Fig. 1: run 1, metal 2
Drawn at 3 px/µm. Cells faint in the background.
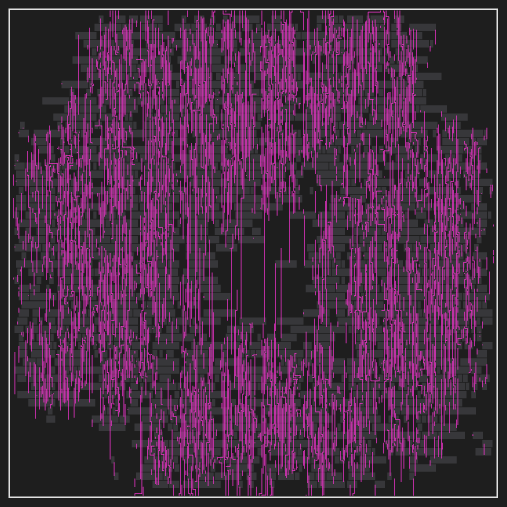
Fig. 2: run 1, track usage over the die
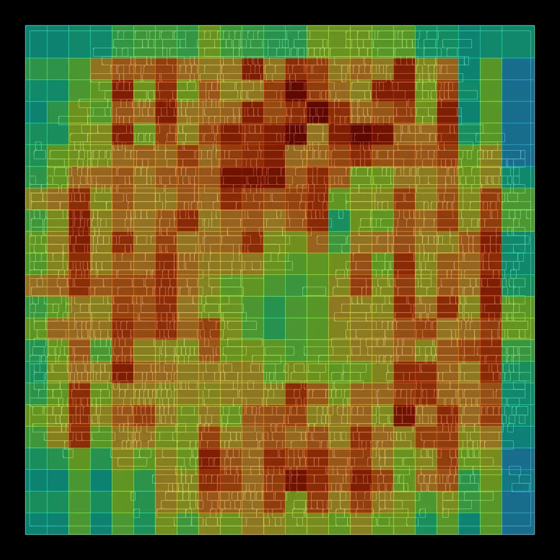
Fig. 3: run 1, the metal 3 layer
Drawn at 3 px/µm. Cells faint in the background.
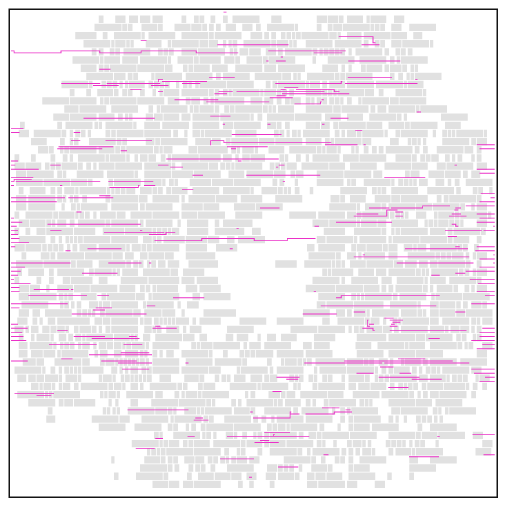
## src/rtl/branch_update_arbiter.sv

```systemverilog
// Arbitrates resolved-branch updates into the branch cache write port against fetch searches,
// buffering updates in a small FIFO and forcing a write once fetch has starved it long enough.
module branch_update_arbiter #(
    parameter int DEPTH        = 4,
    parameter int STARVE_LIMIT = 8
) (
    input  logic                     iCLOCK,
    input  logic                     inRESET,
    input  logic                     iFLUSH,
    input  logic                     iUPD_REQ,
    input  logic                     iUPD_TAKEN,
    input  logic [31:0]              iUPD_TARGET,
    input  logic [31:0]              iUPD_INST_ADDR,
    output logic                     oUPD_BUSY,
    input  logic                     iFETCH_SEARCH,
    output logic                     oFETCH_STALL,
    output logic                     oJUMP_STB,
    output logic                     oJUMP_VALID,
    output logic [31:0]              oJUMP_ADDR,
    output logic [31:0]              oJUMP_INST_ADDR,
    output logic                     oCACHE_FLUSH,
    output logic [$clog2(DEPTH):0]   oPENDING
);
    localparam int AW = $clog2(DEPTH);

    typedef enum logic [1:0] {ST_IDLE, ST_PEND, ST_FLUSH} state_t;

    state_t        state;
    logic [AW-1:0] wr_ptr;
    logic [AW-1:0] rd_ptr;
    logic [AW:0]   count;
    logic [7:0]    starve_cnt;

    logic          taken_mem  [DEPTH];
    logic [31:0]   target_mem [DEPTH];
    logic [31:0]   inst_mem   [DEPTH];

    logic full;
    logic empty;
    logic busy;
    logic enq;
    logic stb;
    logic limit_hit;

    assign full      = (count == (AW+1)'(DEPTH));
    assign empty     = (count == '0);
    assign limit_hit = (starve_cnt == 8'(STARVE_LIMIT));
    assign busy      = full || (state == ST_FLUSH);
    assign enq       = iUPD_REQ && !busy && !iFLUSH;
    // Fetch owns the search port unless the pending update has waited STARVE_LIMIT cycles.
    assign stb       = !empty && (state == ST_PEND) && !iFLUSH && (!iFETCH_SEARCH || limit_hit);

    assign oUPD_BUSY       = busy;
    assign oJUMP_STB       = stb;
    assign oFETCH_STALL    = stb && iFETCH_SEARCH;
    assign oJUMP_VALID     = !empty && taken_mem[rd_ptr];
    assign oJUMP_ADDR      = empty ? 32'd0 : target_mem[rd_ptr];
    assign oJUMP_INST_ADDR = empty ? 32'd0 : inst_mem[rd_ptr];
    assign oCACHE_FLUSH    = (state == ST_FLUSH);
    assign oPENDING        = count;

    always_ff @(posedge iCLOCK or negedge inRESET) begin
        if (!inRESET) begin
            for (int i = 0; i < DEPTH; i++) begin
                taken_mem[i]  <= 1'b0;
                target_mem[i] <= '0;
                inst_mem[i]   <= '0;
            end
        end else if (enq) begin
            taken_mem[wr_ptr]  <= iUPD_TAKEN;
            target_mem[wr_ptr] <= iUPD_TARGET;
            inst_mem[wr_ptr]   <= iUPD_INST_ADDR;
        end
    end

    always_ff @(posedge iCLOCK or negedge inRESET) begin
        if (!inRESET) begin
            state      <= ST_IDLE;
            wr_ptr     <= '0;
            rd_ptr     <= '0;
            count      <= '0;
            starve_cnt <= '0;
        end else if (iFLUSH) begin
            state      <= ST_FLUSH;
            wr_ptr     <= '0;
            rd_ptr     <= '0;
            count      <= '0;
            starve_cnt <= '0;
        end else begin
            if (enq) wr_ptr <= wr_ptr + 1'b1;
            if (stb) rd_ptr <= rd_ptr + 1'b1;
            if (enq && !stb)
                count <= count + 1'b1;
            else if (stb && !enq)
                count <= count - 1'b1;

            if (stb || empty)
                starve_cnt <= '0;
            else if (iFETCH_SEARCH && !limit_hit)
                starve_cnt <= starve_cnt + 1'b1;

            case (state)
                ST_IDLE:  if (enq) state <= ST_PEND;
                ST_PEND:  if (stb && !enq && (count == (AW+1)'(1))) state <= ST_IDLE;
                ST_FLUSH: state <= ST_IDLE;
                default:  state <= ST_IDLE;
            endcase
        end
    end
endmodule

```

## config.mk

```make
export PLATFORM = sky130hd
export DESIGN_NAME = branch_update_arbiter
export DESIGN_NICKNAME = d
export VERILOG_FILES = /design/src/rtl/branch_update_arbiter.sv
export SDC_FILE = /design/constraint.sdc
export NUM_CORES = 1
export LEC_CHECK = 0
export ABC_AREA = 1
export CORE_UTILIZATION = 52
export CTS_CLUSTER_DIAMETER = 40
export DETAILED_ROUTE_END_ITERATION = 8
export GPL_ROUTABILITY_DRIVEN = 0
export PLACE_DENSITY = 0.78
export SYNTH_ARGS = -nofsm -noshare
export SYNTH_HDL_FRONTEND = slang
export SYNTH_SLANG_ARGS = --single-unit
export TNS_END_PERCENT = 1
```

## constraint.sdc

```tcl
create_clock -name iCLOCK -period 1.9 [get_ports iCLOCK]
set_input_delay 0.38 -clock iCLOCK [delete_from_list [all_inputs] [get_ports iCLOCK]]
set_output_delay 0.38 -clock iCLOCK [all_outputs]
set_load 0.01 [all_outputs]
```

==> run summary, run 1 <==
Implementation numbers.

- The number of nets in the layout is 1636.
- The transition time of the tightest slew-check pin is 417 ps.
- The floorplan core area is 25200 µm².
- Cell internal power was estimated by the tool at 13.9 mW.
- The gate count of the mapped netlist is 1343.
- The floorplan has 58 rows.
- The reported max-cap violation count is 0.
- The number of gates resized after CTS was 413.
- The worst setup path endpoint is oJUMP_ADDR[11].
- The net count after synthesis is 1423.
- The startpoint identified for the worst register-to-register timing path is oPENDING[1]$_DFFE_PN0P_.
- The largest stage delay on the critical path is 520 ps.
- The register-to-register path setup slack is 10 ps.
- The tree built by TritonCTS fans out to 277 sinks.
- The power report attributes to the clock group a share of 38.0%.
- The pin count of the biggest net entering global routing is 62.
- For the clock group, total power comes out at 7.44 mW.
- The beginning of the critical path is rd_ptr[0]$_DFFE_PN0P_.
- Summing all non-filler instances in the final layout gives an area of 17600 µm².
- The clock tree root buffer cell is clkbuf_16.
- The average vias per placed instance is 5.64.
- Clock latency on the worst-skew pair, taken at its later pin, is 530 ps.
- Data on the critical path arrives at its endpoint at 2010 ps.
- The die extent in x is 162 µm.
- The clock tree synthesis step divided the H-tree into 2 levels.
- IR analysis of the VDD net gives a maximum drop of 0.000913 V.
- The post-synth area from yosys stat is 13300 µm².
- The layout-stage area growth over the synthesis result is 32.1%.
- The number of cells on the worst reg-to-reg path is 9.
- The critical path maximum fanout is 16.
- Post-CTS timing repair inserted 7 buffers for setup.
- In this run the power density over the cells is 1110 nW/µm².
- The combinational family with the most area after synthesis is AND-OR/OR-AND gates.
- For this run, the final setup violation count is recorded as 68.
- After layout, the minimum clock period comes to 2390 ps.
- The number of clock buffers inserted by TritonCTS is 41.
- The first detailed-routing pass ran for 7 iterations.
- Listed in order, past its start point the critical path passes buf_12 -> inv_6 -> buf_16 -> o21ai_1 -> a21oi_1 -> buf_2.
- The number of antenna violations at the first check in global routing was 0.
- Summing all multiplexer cells gives an area fraction of 13.8%.
- Per the final timing report, the hold violations number 0.
- The nature of the critical path endpoint is an output pin.
- Per the CTS log, the buffer count on the longest clock path is 3.
- Looking at the group totals, the largest power group turns out to be sequential cells.
- After synthesis, flip-flops and latches occupy 51.9% of the total area.
- The run finished, with violations left.
- The clock-pin transition on the worst setup and hold timing paths is 50 ps.
- The portion of total power attributed to sequential cells is 40.8%.
- The I/O pin count is 142.
- Summed over all cells, the static leakage comes to 8.17 nW.
- The cell class contributing the biggest share of worst-path delay is buffers and inverters.
- The cell count listed in synth_stat.txt is 1343.
- The critical path runs through a total of 6 cells.
- The detail route stage leaves a number of antenna-violating nets equal to 0.
- In this run the critical register-to-register path is captured at inst_mem[28]$_DFFE_PN0P_.
- The initial DRC count is 872.
- The class of the most critical hold timing path is in -> async.
- The area share of and-or/or-and cells after synthesis is 17.8%.
- The average cell area after synthesis is 9.94 µm².
- The worst hold margin is 373 ps.
- The overall power after layout is 19.6 mW.
- Before placement the cells fill 53.0% of the core.
- The dominant cell type by area after synthesis is dfrtp_1.
- Prior to clock tree synthesis, the placed netlist has a worst setup slack of -525 ps.
- The number of global-route vias before repair is 11084.
- The total buffers and inverters traversed by the critical path is 4.
- The switching power as a share of total power is 29.0%.
- According to the floorplan report, the total die area is 26300 µm².
- The count of input and output buffers is 141.
- The met2 layer wire length in the routed design is 18.2 mm.
- The fraction of synthesized cell area taken by the top area cell type is 51.9%.
- The routed metal-1 wire length is 15.8 mm.
- The category of the critical setup timing path is reg -> out.
- After routing, the total negative slack on setup checks comes to -26980 ps.
- The DRC violation count after routing is 0.
- The detailed route wirelength on metal3 is 2.20 mm.
- The number of placed instances, taps included, is 1816.
- Cells with a size suffix above 1 make up 30.6% of the layout.
- The combinational group share of total power is 21.2%.
- The flop and latch count out of synthesis is 277.
- From bottom edge to top edge, the die measures 162 µm.
- After layout, the worst setup slack is -493 ps.
- The switching power is 5.68 mW.
- The nature of the critical path startpoint is a flip-flop.
- The basic-gate share of the synthesized area counting and, or, nand and nor cells is 6.06%.
- After synthesis, the netlist uses 30 different library cells.
- The number of hold buffers added after CTS was 1.
- Yosys attributes the largest share of cell area to dfrtp_1, mux2_4, o21ai_0.
- The tool warning count is 36.
- Max-slew check failures listed in the final report amount to 0.
- The number of synthesis warnings is 0.
- The total overflow left after global routing is 0.
- The final reports fail on negative setup slack.
Back to the opening pictures, Fig. 1:
main direction = vertical
longest straight run = 59.2 µm
nets with wire on the layer = 1419
wire length on this layer = 18200 µm
share of all routed wire = 49%
total number of vias: 10806
met2 usage: 46.0%
WL final: 37.0 mm

Back to the opening pictures, Fig. 2:
met1 capacity usage during global routing: 37.3%
Finished Core Util: 70.0%
wire length per cell after detailed routing: 19.3 µm
global route hottest layer: met2
GRT Util Overall: 27.9%

Back to the opening pictures, Fig. 3:
nets with wire on the layer = 178
longest straight run = 38.2 µm
share of all routed wire = 5.9%
met3 capacity usage during global routing: 4.42%

[run 1: layout make-up]
class                           count  area (µm²)
Clock buffer                       51        1130
Multi-Input combinational cell    814        5560
Clock inverter                     22         225
Sequential cell                   277        6940
Timing Repair inverter              1        8.76
Tap cell                          330         413
Fill cell                        1701        7550
Timing Repair Buffer              262        2740
Inverter                          159         613
[run 1: synth_stat cells]
master and count:
nor2_2 2, buf_12 10, o21ai_0 232, nand2_1 161, nand4_1 1, mux2_4 100, ha_1 10, o21ai_1 35
inv_1 158, o21a_1 1, nor2_4 2, nand2_2 2, buf_4 14, nand4_4 1, buf_1 11, nand3_1 10
inv_2 1, mux2_2 30, dfrtp_1 277, nor2_1 18, a21oi_1 202, clkbuf_1 43, buf_2 6, nand2_4 1
xnor2_1 2, o21bai_1 1, o31ai_1 1, xor2_1 1, buf_6 9, o21ai_2 1
[run 1: routing by layer]
| metal | vias to the layer above | track usage [%] |
|---|---|---|
| met1 | 5411 | 37.3 |
| li1 | 4904 | - |
| met2 | 413 | 46.0 |
| met3 | 78 | 4.42 |
| met4 | 0 | 10.2 |
| met5 | - | 0 |
[run 1: cells in the final DEF, fill, tap and decap left out, drive strengths merged]
master and instances:
a21oi 202, buf 187, bufinv 2, clkbuf 53
clkdlybuf4s50 68, clkinv 11, clkinvlp 2, dfrtp 277
dlygate4sd2 4, dlygate4sd3 1, ha 10, inv 167
mux2 130, nand2 164, nand3 10, nand4 2
nor2 22, o21a 1, o21ai 268, o21bai 1
o31ai 1, xnor2 2, xor2 1
[run 1: flip-flops by register name (all words and copies together) (netlist names)]
name        count
taken_mem       4
rd_ptr          2
wr_ptr          2
state           2
target_mem    128
inst_mem      128
starve_cnt      8
oPENDING        3
==> inputs of run 2 (changes only) <==
- CORE_UTILIZATION: 52 -> 57
- HOLD_SLACK_MARGIN: not set -> 0.1
- PLACE_DENSITY: 0.78 -> 0.81
- clock period: 1.9 -> 2.4 ns (I/O delays scaled with it)
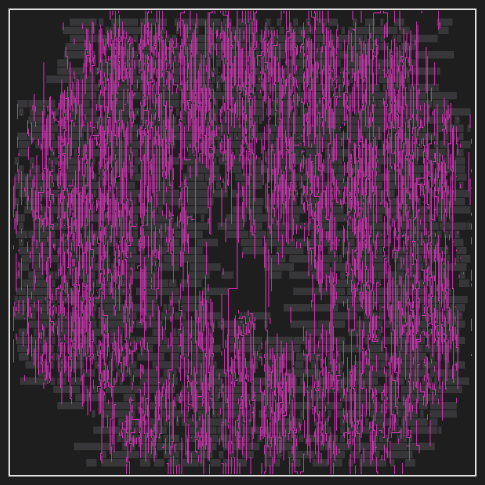
Fig. 4. Metal 2 (run 2).
Drawn at 3 px/µm. Cells faint in the background.
wire length on this layer = 18100 µm
share of all routed wire = 49%
longest straight run = 61.2 µm
total number of vias: 10721
WL final: 36.6 mm
met2 usage: 51.7%

==> run summary, run 2 <==
Implementation numbers.

- The flow ran to the end, but the final reports show violations.
- The final reports fail on negative setup slack.
- The first global-routing pass estimated 57.8 mm of wire.
- The worst reg-to-reg path cell count is 10 (+1).
- The cell count listed in synth_stat.txt is 1343 (unchanged).
- The shortest clock period the worst path allows after layout is 2540 ps.
- In the layout the commonest cells are dfrtp_1, o21ai_0, nand2_1.
- The arrival time reported for the critical path endpoint is 2060 ps (+50 ps).
- The commonest cells after synthesis are dfrtp_1, o21ai_0, a21oi_1.
- The tool warning count is 35 (-2.8%).
- The floorplan core area was 22800 µm² (-9.5%).
- The post-route standard cell area excluding fillers is 17300 µm² (-2.0%).
- The static leakage power is 7.90 nW (-3.3%).
- The largest stage delay on the critical path is 540 ps (+20 ps).
- The repair_antennas step left the layout with diodes totalling 0.
- The most common flop cell mapped by yosys is dfrtp_1.
- The pin count of the biggest net entering global routing is 71 (+15%).
- The flop and latch count out of synthesis is 277 (unchanged).
- The cell class contributing the biggest share of worst-path delay is buffers and inverters.
- The sequential element share of the synthesized area was 51.9% (unchanged).
- The number of endpoints failing setup at the final stage came to 50 (-26%).
- The synthesized net count is 1423 (unchanged).
- The number of hold-slack violations in the final timing report is 0 (unchanged).
- The area growth from synthesis to layout is 29.4%.
- The slack of the critical path came to -140 ps (+353 ps).
- The power density over the cells is 915 nW/µm² (-18%).
- The largest vdd supply drop is 0.000556 V (-39%).
- The power in the clock group is 6.16 mW (-17%).
- The core utilization before placement is 58.6% (+5.6 points).
- The sequential group power is 6.33 mW.
- The post-route antenna net violation count is 0 (unchanged).
- In this run the tightest slew margin relative to its limit is 63.4%.
- The met1 usage is 40.4% (+3.1 points).
- The setup TNS after final layout came to -2720 ps (+24260 ps).
- The ratio of final minimum period to clock period is 106%.
- The area fraction in mux cells is 13.8% (unchanged).
- The chip height is 155 µm (-4.4%).
- The transition time of the tightest slew-check pin is 548 ps (+131 ps).
- The nature of the critical path endpoint is an output pin.
- The highest routing layer actually used is met4.
- The count of pins over their slew limit is 0 (unchanged).
- After Yosys synthesis, full adders, half adders and majority gates account for 0.938% of the synthesized area.
- The reported max-cap violation count was 0 (unchanged).
- The gate count of the mapped netlist is 1343 (unchanged).
- The detailed route wirelength on metal3 was 2.54 mm (+16%).
- The met2 layer wire length in the routed design is 18.1 mm (-0.38%).
- The total overflow reported by the global router is 0 (unchanged).
- The proportion of synthesized flip-flops having asynchronous set or reset is 100% (unchanged).
- The average vias per placed instance is 5.76 (+2.2%).
- The combinational family with the most area after synthesis is AND-OR/OR-AND gates.
- For reference, the top cells by area after synthesis are dfrtp_1, mux2_4, o21ai_0.
- The number of cells on the critical path is 6 (unchanged).
- The total buffers and inverters traversed by the critical path is 4 (unchanged).
- The dominant cell type by area after synthesis is dfrtp_1.
- The initial DRC count is 985 (+13%).
- The average cell area after synthesis came to 9.94 µm² (unchanged).
- The post-synth area from yosys stat is 13300 µm² (unchanged).
- The power report lists the combinational group at 3.31 mW.
- The fraction of synthesized cell area taken by the top area cell type is 51.9% (unchanged).
- The switching power was 4.55 mW (-20%).
- The largest fanout on the critical path is 13 (-3).
- The number of antenna violations at the first check in global routing is 0 (unchanged).
- The layer flagged by global routing as most heavily used is met2.
- Listed in order, past its start point the critical path passes clkinv_8 -> buf_12 -> clkbuf_16 -> o21ai_0 -> a21oi_2 -> clkdlybuf4s15_2.
- The largest registers in the layout are inst_mem x128, target_mem x128, starve_cnt x8.
- Setup repair after global routing could not meet its margin everywhere.
- The clock arrives with 14.9 ps of skew.
- The fraction of layout instances using a drive strength above 1 was 28.0% (-2.6 points).
- The DRC violation count after routing is 0 (unchanged).
- The switching power as a share of total power is 28.8% (-0.25 points).
- The xor/xnor cell area share of the yosys netlist is 0.197%.
- The number of clock buffers inserted by TritonCTS is 41 (unchanged).
- The synthesis stats list as the most numerous cell dfrtp_1.
- TritonCTS built the clock tree.
- The min-delay analysis places its worst path in the category reg -> reg.
- The number of levels the H-tree was split into came to 2 (unchanged).
- The clock-pin transition on the worst setup and hold timing paths is 60 ps (about the same).
- The number of global-route vias before repair is 10957 (-1.1%).
- The I/O pin count is 142 (unchanged).
- The standard cell area after detailed placement is 15400 µm².
- The portion of total power attributed to sequential cells is 40.1% (-0.7 points).
- The insertion delay at the late pin of the worst-skew pair is 520 ps (about the same).
- The power group with the largest share is sequential cells.
- The clock sink count is 277 (unchanged).
- The met3 track demand over resource was 4.51% (+0.095 points).
- The timing report shows that the slowest cell on the worst path is dfrtp_4.
- CTS placed an instance of clkbuf_16 at the clock tree root.
- The site row count was 55 (-5.2%).
- The count of input and output buffers was 141 (unchanged).
- The clock network fraction of total power is 39.0% (+1.0 points).
- The basic-gate share of the synthesized area counting and, or, nand and nor cells is 6.06% (unchanged).
- The critical path data required time is 1920 ps.
- The number of different library cells in the post-synthesis netlist is 30 (unchanged).
- The total die size came to 24000 µm² (-8.7%).
- The internal portion of total power is 11.3 mW (-19%).
- The area share of and-or/or-and cells after synthesis is 17.8% (unchanged).
- The estimated wirelength of the detail-placed design is 20.4 mm.
- The combinational group share of total power is 21.0% (-0.2 points).
- The library cell used most frequently in the layout, excluding fill and tap cells, is dfrtp_1.
- The number of synthesized flops with an enable pin is 0 (unchanged).
- The number of buffers on the longest clock path is 3 (unchanged).
- The die extent in x is 155 µm (-4.4%).
- The routed metal-1 wire length is 15.0 mm (-4.6%).
- In the setup report, the worst path falls into the class reg -> out.
- The count of TritonRoute iterations in the first routing pass is 8 (+1).
- The nature of the critical path startpoint is a flip-flop.
- The number of nets in the layout is 1598 (-2.3%).
- The number of synthesis warnings was 0 (unchanged).
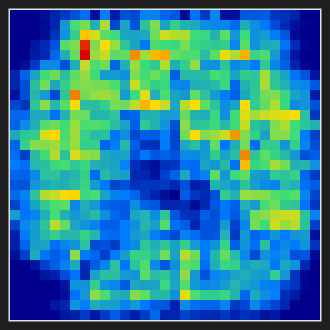
Fig. 5. Wire density map (run 2).
Drawn at 2 px/µm. The die is cut into 31 by 31 equal tiles; dark blue is low, red is high, scaled to the fullest tile. Values are wire area over tile area, all layers added.
tiles over half the peak = 20%
fullest tile = 0.75
nearly empty tiles = 7.0%
mean over tiles = 0.25
emptiest ninth of the die = lower left
wire length per cell after detailed routing: 19.7 µm
GRT Util Overall: 30.6%

[run 2: per-stage QoR]
step                      hold WS, ps  util, %  worst slack (ps)  instances  total power, mW
after floorplan                   184        -               371       1343             8.07
after global placement            472     67.4              -175       1764             9.24
after detailed placement          475     67.4              -202       1764             9.44
after CTS                         496     75.1              -123       1857             15.7
after global routing              518     75.8              -181       1860             16.5
final                             499     75.8              -140       1860             15.8
[run 2: cell families after synthesis]
family,Yosys count
XOR/XNOR,3
flip-flops,277
AND/OR/NAND/NOR,198
multiplexers,130
adder cells (fa/ha/maj),10
buffers and inverters,252
AND-OR/OR-AND,473
[run 2: what timing repair did]
item,in CTS,in global routing
pin swaps,22,23
setup buffers,14,2
hold endpoints to repair,55,0
setup endpoints to repair,68,68
hold buffers,1,0
cloned,6,2
resized,330,81
[run 2: path summary, 6_finish.rpt]
| kind | startpoint | to | slack [ps] |
|---|---|---|---|
| min | target_mem[103]$_DFFE_PN0P_ | target_mem[103]$_DFFE_PN0P_ | 500 |
| max reg2reg | oPENDING[0]$_DFFE_PN0P_ | inst_mem[86]$_DFFE_PN0P_ | 470 |
| max in group asynchronous | inRESET | target_mem[7]$_DFFE_PN0P_ | 1170 |
| max | rd_ptr[0]$_DFFE_PN0P_ | oJUMP_INST_ADDR[13] | -140 |
| min in group asynchronous | inRESET | inst_mem[12]$_DFFE_PN0P_ | 520 |
| min reg2reg | target_mem[103]$_DFFE_PN0P_ | target_mem[103]$_DFFE_PN0P_ | 500 |
[run 2: final cells by class]
| type | count | area [µm²] |
|---|---|---|
| flip-flops and latches | 277 | 6940 |
| fillers | 1438 | 5500 |
| multi-input cells | 814 | 5490 |
| repair buffers | 225 | 2440 |
| clock buffers | 44 | 1060 |
| inverters | 159 | 612 |
| well taps | 313 | 392 |
| clock inverters | 28 | 353 |
==> inputs of run 3 (changes only) <==
- HOLD_SLACK_MARGIN: 0.1 -> not set
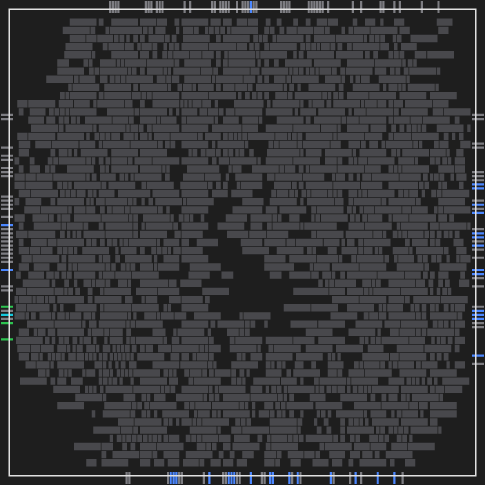
Fig. 6. Pin placement (run 3).
Drawn at 3 px/µm. Pins as bars across the die edge, other pins in grey.
blue -> oJUMP_ADDR  # pins 32, direction output, edge 16 bottom, 13 right, 2 left, 1 top
cyan -> oUPD_BUSY  # pins 1, direction output, edge left
green -> oPENDING  # pins 3, direction output, edge left
Vert. Die Dim: 155 µm
IO buf count: 141

==> run summary, run 3 <==
Implementation numbers.

- The final routed wire length divided by cell count is 19.7 µm (unchanged).
- The synthesized net count is 1423 (unchanged).
- The checks that failed: negative setup slack.
- The standard cell area after detailed placement was 15400 µm² (unchanged).
- The worst setup skew after layout is 14.9 ps (unchanged).
- The number of synthesized flops with an enable pin is 0 (unchanged).
- The largest stage delay on the critical path is 540 ps (about the same).
- The met2 demand-to-capacity share in global routing was 51.7% (unchanged).
- The fraction of layout instances using a drive strength above 1 came to 28.0% (unchanged).
- The die extent in x came to 155 µm (unchanged).
- The adder-cell share of the synthesized area is 0.938% (unchanged).
- The post-route antenna net violation count is 0 (unchanged).
- The number of hold-slack violations in the final timing report was 0 (unchanged).
- The number of clock buffers inserted by TritonCTS is 41 (unchanged).
- The combinational gate area is 5490 µm² (unchanged).
- The static leakage power came to 7.90 nW (unchanged).
- The power density over the cells is 915 nW/µm² (unchanged).
- The worst reg-to-reg path cell count is 10 (unchanged).
- The basic-gate share of the synthesized area counting and, or, nand and nor cells is 6.06% (unchanged).
- Leaving out fill and tap cells, the most frequent cells in the layout are dfrtp_1, o21ai_0, nand2_1.
- The largest registers in the layout are inst_mem x128, target_mem x128, starve_cnt x8.
- The cell count listed in synth_stat.txt is 1343 (unchanged).
- The total buffers and inverters traversed by the critical path is 4 (unchanged).
- The gate count of the mapped netlist is 1343 (unchanged).
- The total die size is 24000 µm² (unchanged).
- The combinational family with the most area after synthesis is AND-OR/OR-AND gates.
- The number of cells on the critical path is 6 (unchanged).
- The largest fanout on the critical path is 13 (unchanged).
- The routed metal-1 wire length is 15.0 mm (unchanged).
- The met2 layer wire length in the routed design was 18.1 mm (unchanged).
- The reported max-cap violation count is 0 (unchanged).
- STA classifies the critical path startpoint as a flip-flop.
- The vias after detailed routing is 10721 (unchanged).
- The number of fillers in the final layout came to 1438 (unchanged).
- Note that the worst hold path type here is reg -> reg.
- The critical path data required time is 1920 ps (about the same).
- The sequential element share of the synthesized area is 51.9% (unchanged).
- The core utilization before placement is 58.6% (unchanged).
- The number of buffers on the longest clock path is 3 (unchanged).
- The clock-pin transition on the worst setup and hold timing paths is 60 ps (about the same).
- The flop and latch count out of synthesis is 277 (unchanged).
- Looking at the global route congestion table, the highest-usage layer is met2.
- The leading cell type by number of instances after synthesis is dfrtp_1.
- The DRC violation count after routing is 0 (unchanged).
- The commonest cells after synthesis are dfrtp_1, o21ai_0, a21oi_1.
- The category of the critical setup timing path is reg -> out.
- The utilization after layout is 75.8% (unchanged).
- The antenna diode count is 0 (unchanged).
- The layout-stage area growth over the synthesis result is 29.4% (unchanged).
- The fraction of synthesized cell area taken by the top area cell type is 51.9% (unchanged).
- The commonest register cell is dfrtp_1.
- The first-pass GRT wire length is 57.8 mm (unchanged).
- The sequential standard cell area is 6940 µm² (unchanged).
- The worst hold margin is 499 ps (unchanged).
- The most frequent logic cell in the layout is dfrtp_1.
- The met1 usage came to 40.4% (unchanged).
- The largest vdd supply drop was 0.000556 V (unchanged).
- The total wire length is 36.6 mm (unchanged).
- The setup TNS after final layout is -2720 ps (unchanged).
- The estimated wirelength of the detail-placed design is 20.4 mm (unchanged).
- The xor/xnor cell area share of the yosys netlist came to 0.197% (unchanged).
- The floorplan core area is 22800 µm² (unchanged).
- The post-route standard cell area excluding fillers was 17300 µm² (unchanged).
- The TritonCTS clock tree is built.
- The detailed route wirelength on metal3 is 2.54 mm (unchanged).
- The number of antenna violations at the first check in global routing was 0 (unchanged).
- The count of pins over their slew limit was 0 (unchanged).
- The run finished, with violations left.
- The clock tree root buffer cell is clkbuf_16.
- The number of synthesis warnings is 0 (unchanged).
- The relative max-transition margin is 63.4% (unchanged).
- The average vias per placed instance is 5.76 (unchanged).
- The cell class contributing the biggest share of worst-path delay is buffers and inverters.
- The count of TritonRoute iterations in the first routing pass is 8 (unchanged).
- The pin count of the biggest net entering global routing was 71 (unchanged).
- The area fraction in mux cells is 13.8% (unchanged).
- The overall power after layout was 15.8 mW (unchanged).
- The number of endpoints failing setup at the final stage came to 50 (unchanged).
- The dominant cell type by area after synthesis is dfrtp_1.
- Setup repair after global routing could not meet its margin everywhere.
- The critical path goes through clkinv_8 -> buf_12 -> clkbuf_16 -> o21ai_0 -> a21oi_2 -> clkdlybuf4s15_2.
- The cell with the biggest individual delay on the critical path is dfrtp_4.
- The initial DRC count is 985 (unchanged).
- The number of levels the H-tree was split into is 2 (unchanged).
- The shortest clock period the worst path allows after layout came to 2540 ps (unchanged).
- The detailed router used layers up to and including met4.
- The site row count came to 55 (unchanged).
- The post-synth area from yosys stat is 13300 µm² (unchanged).
- The proportion of synthesized flip-flops having asynchronous set or reset is 100% (unchanged).
- The insertion delay at the late pin of the worst-skew pair is 520 ps (about the same).
- The number of nets in the layout was 1598 (unchanged).
- The average cell area after synthesis is 9.94 µm² (unchanged).
- The tool warning count is 35 (unchanged).
- The slack of the critical path is -140 ps (unchanged).
- The area share of and-or/or-and cells after synthesis was 17.8% (unchanged).
- The number of global-route vias before repair is 10957 (unchanged).
- The I/O pin count is 142 (unchanged).
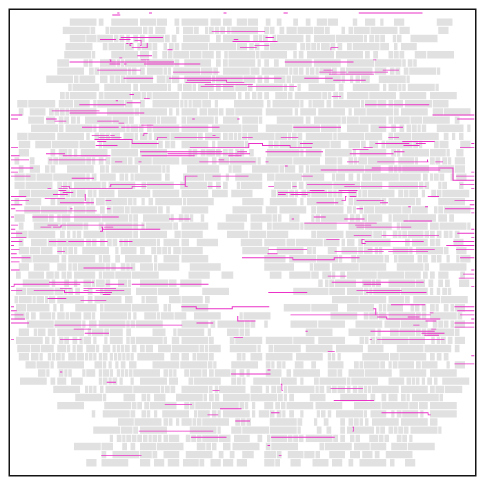
Fig. 7. The metal 3 layer (run 3).
Drawn at 3 px/µm. Cells faint in the background.
wire length on this layer = 2540 µm
main direction = horizontal
share of all routed wire = 6.9%
longest straight run = 46.5 µm
met3 capacity usage during global routing: 4.51%

## run 3: cell counts after synthesis
Identical to the previous run, type by type.
## run 3: report_power, final
part / internal (mW) / total [mW] / switching (mW)
clock network: 3.89 / 6.16 / 2.27
logic: 1.51 / 3.31 / 1.80
registers: 5.85 / 6.33 / 0.479
total: 11.3 / 15.8 / 4.55
## run 3: per-stage QoR
step	cells	setup slack (ps)
final	1860	-140
after global routing	1860	-181
after CTS	1857	-123
after detailed placement	1764	-202
after global placement	1764	-175
after floorplan	1343	371
## run 3: what timing repair did
action / 4_1_cts / 5_1_grt
hold buffers: 1 / 0
setup buffers: 14 / 2
endpoints found under the setup margin: 68 / 68
hold endpoints to repair: 55 / 0
pin swaps: 22 / 23
gates cloned: 6 / 2
resized: 330 / 81
## run 3: final timing paths
kind	start	to	slack, ps
worst max-delay path	rd_ptr[0]$_DFFE_PN0P_	oJUMP_INST_ADDR[13]	-140
worst min-delay path	target_mem[103]$_DFFE_PN0P_	target_mem[103]$_DFFE_PN0P_	500
worst max register to register	oPENDING[0]$_DFFE_PN0P_	inst_mem[86]$_DFFE_PN0P_	470
worst min register to register	target_mem[103]$_DFFE_PN0P_	target_mem[103]$_DFFE_PN0P_	500
max in group asynchronous	inRESET	target_mem[7]$_DFFE_PN0P_	1170
min in group asynchronous	inRESET	inst_mem[12]$_DFFE_PN0P_	520
## run 3: area by class of cell
| class | instances | share of cell area (%) |
|---|---|---|
| sequential | 277 | 40.2 |
| multi-input combinational | 814 | 31.8 |
| tap | 313 | 2.27 |
| clock inverter | 28 | 2.04 |
| clock buffer | 44 | 6.12 |
| inverter | 159 | 3.54 |
| timing repair buffer | 225 | 14.1 |
Power and IR drop assume default switching activity.
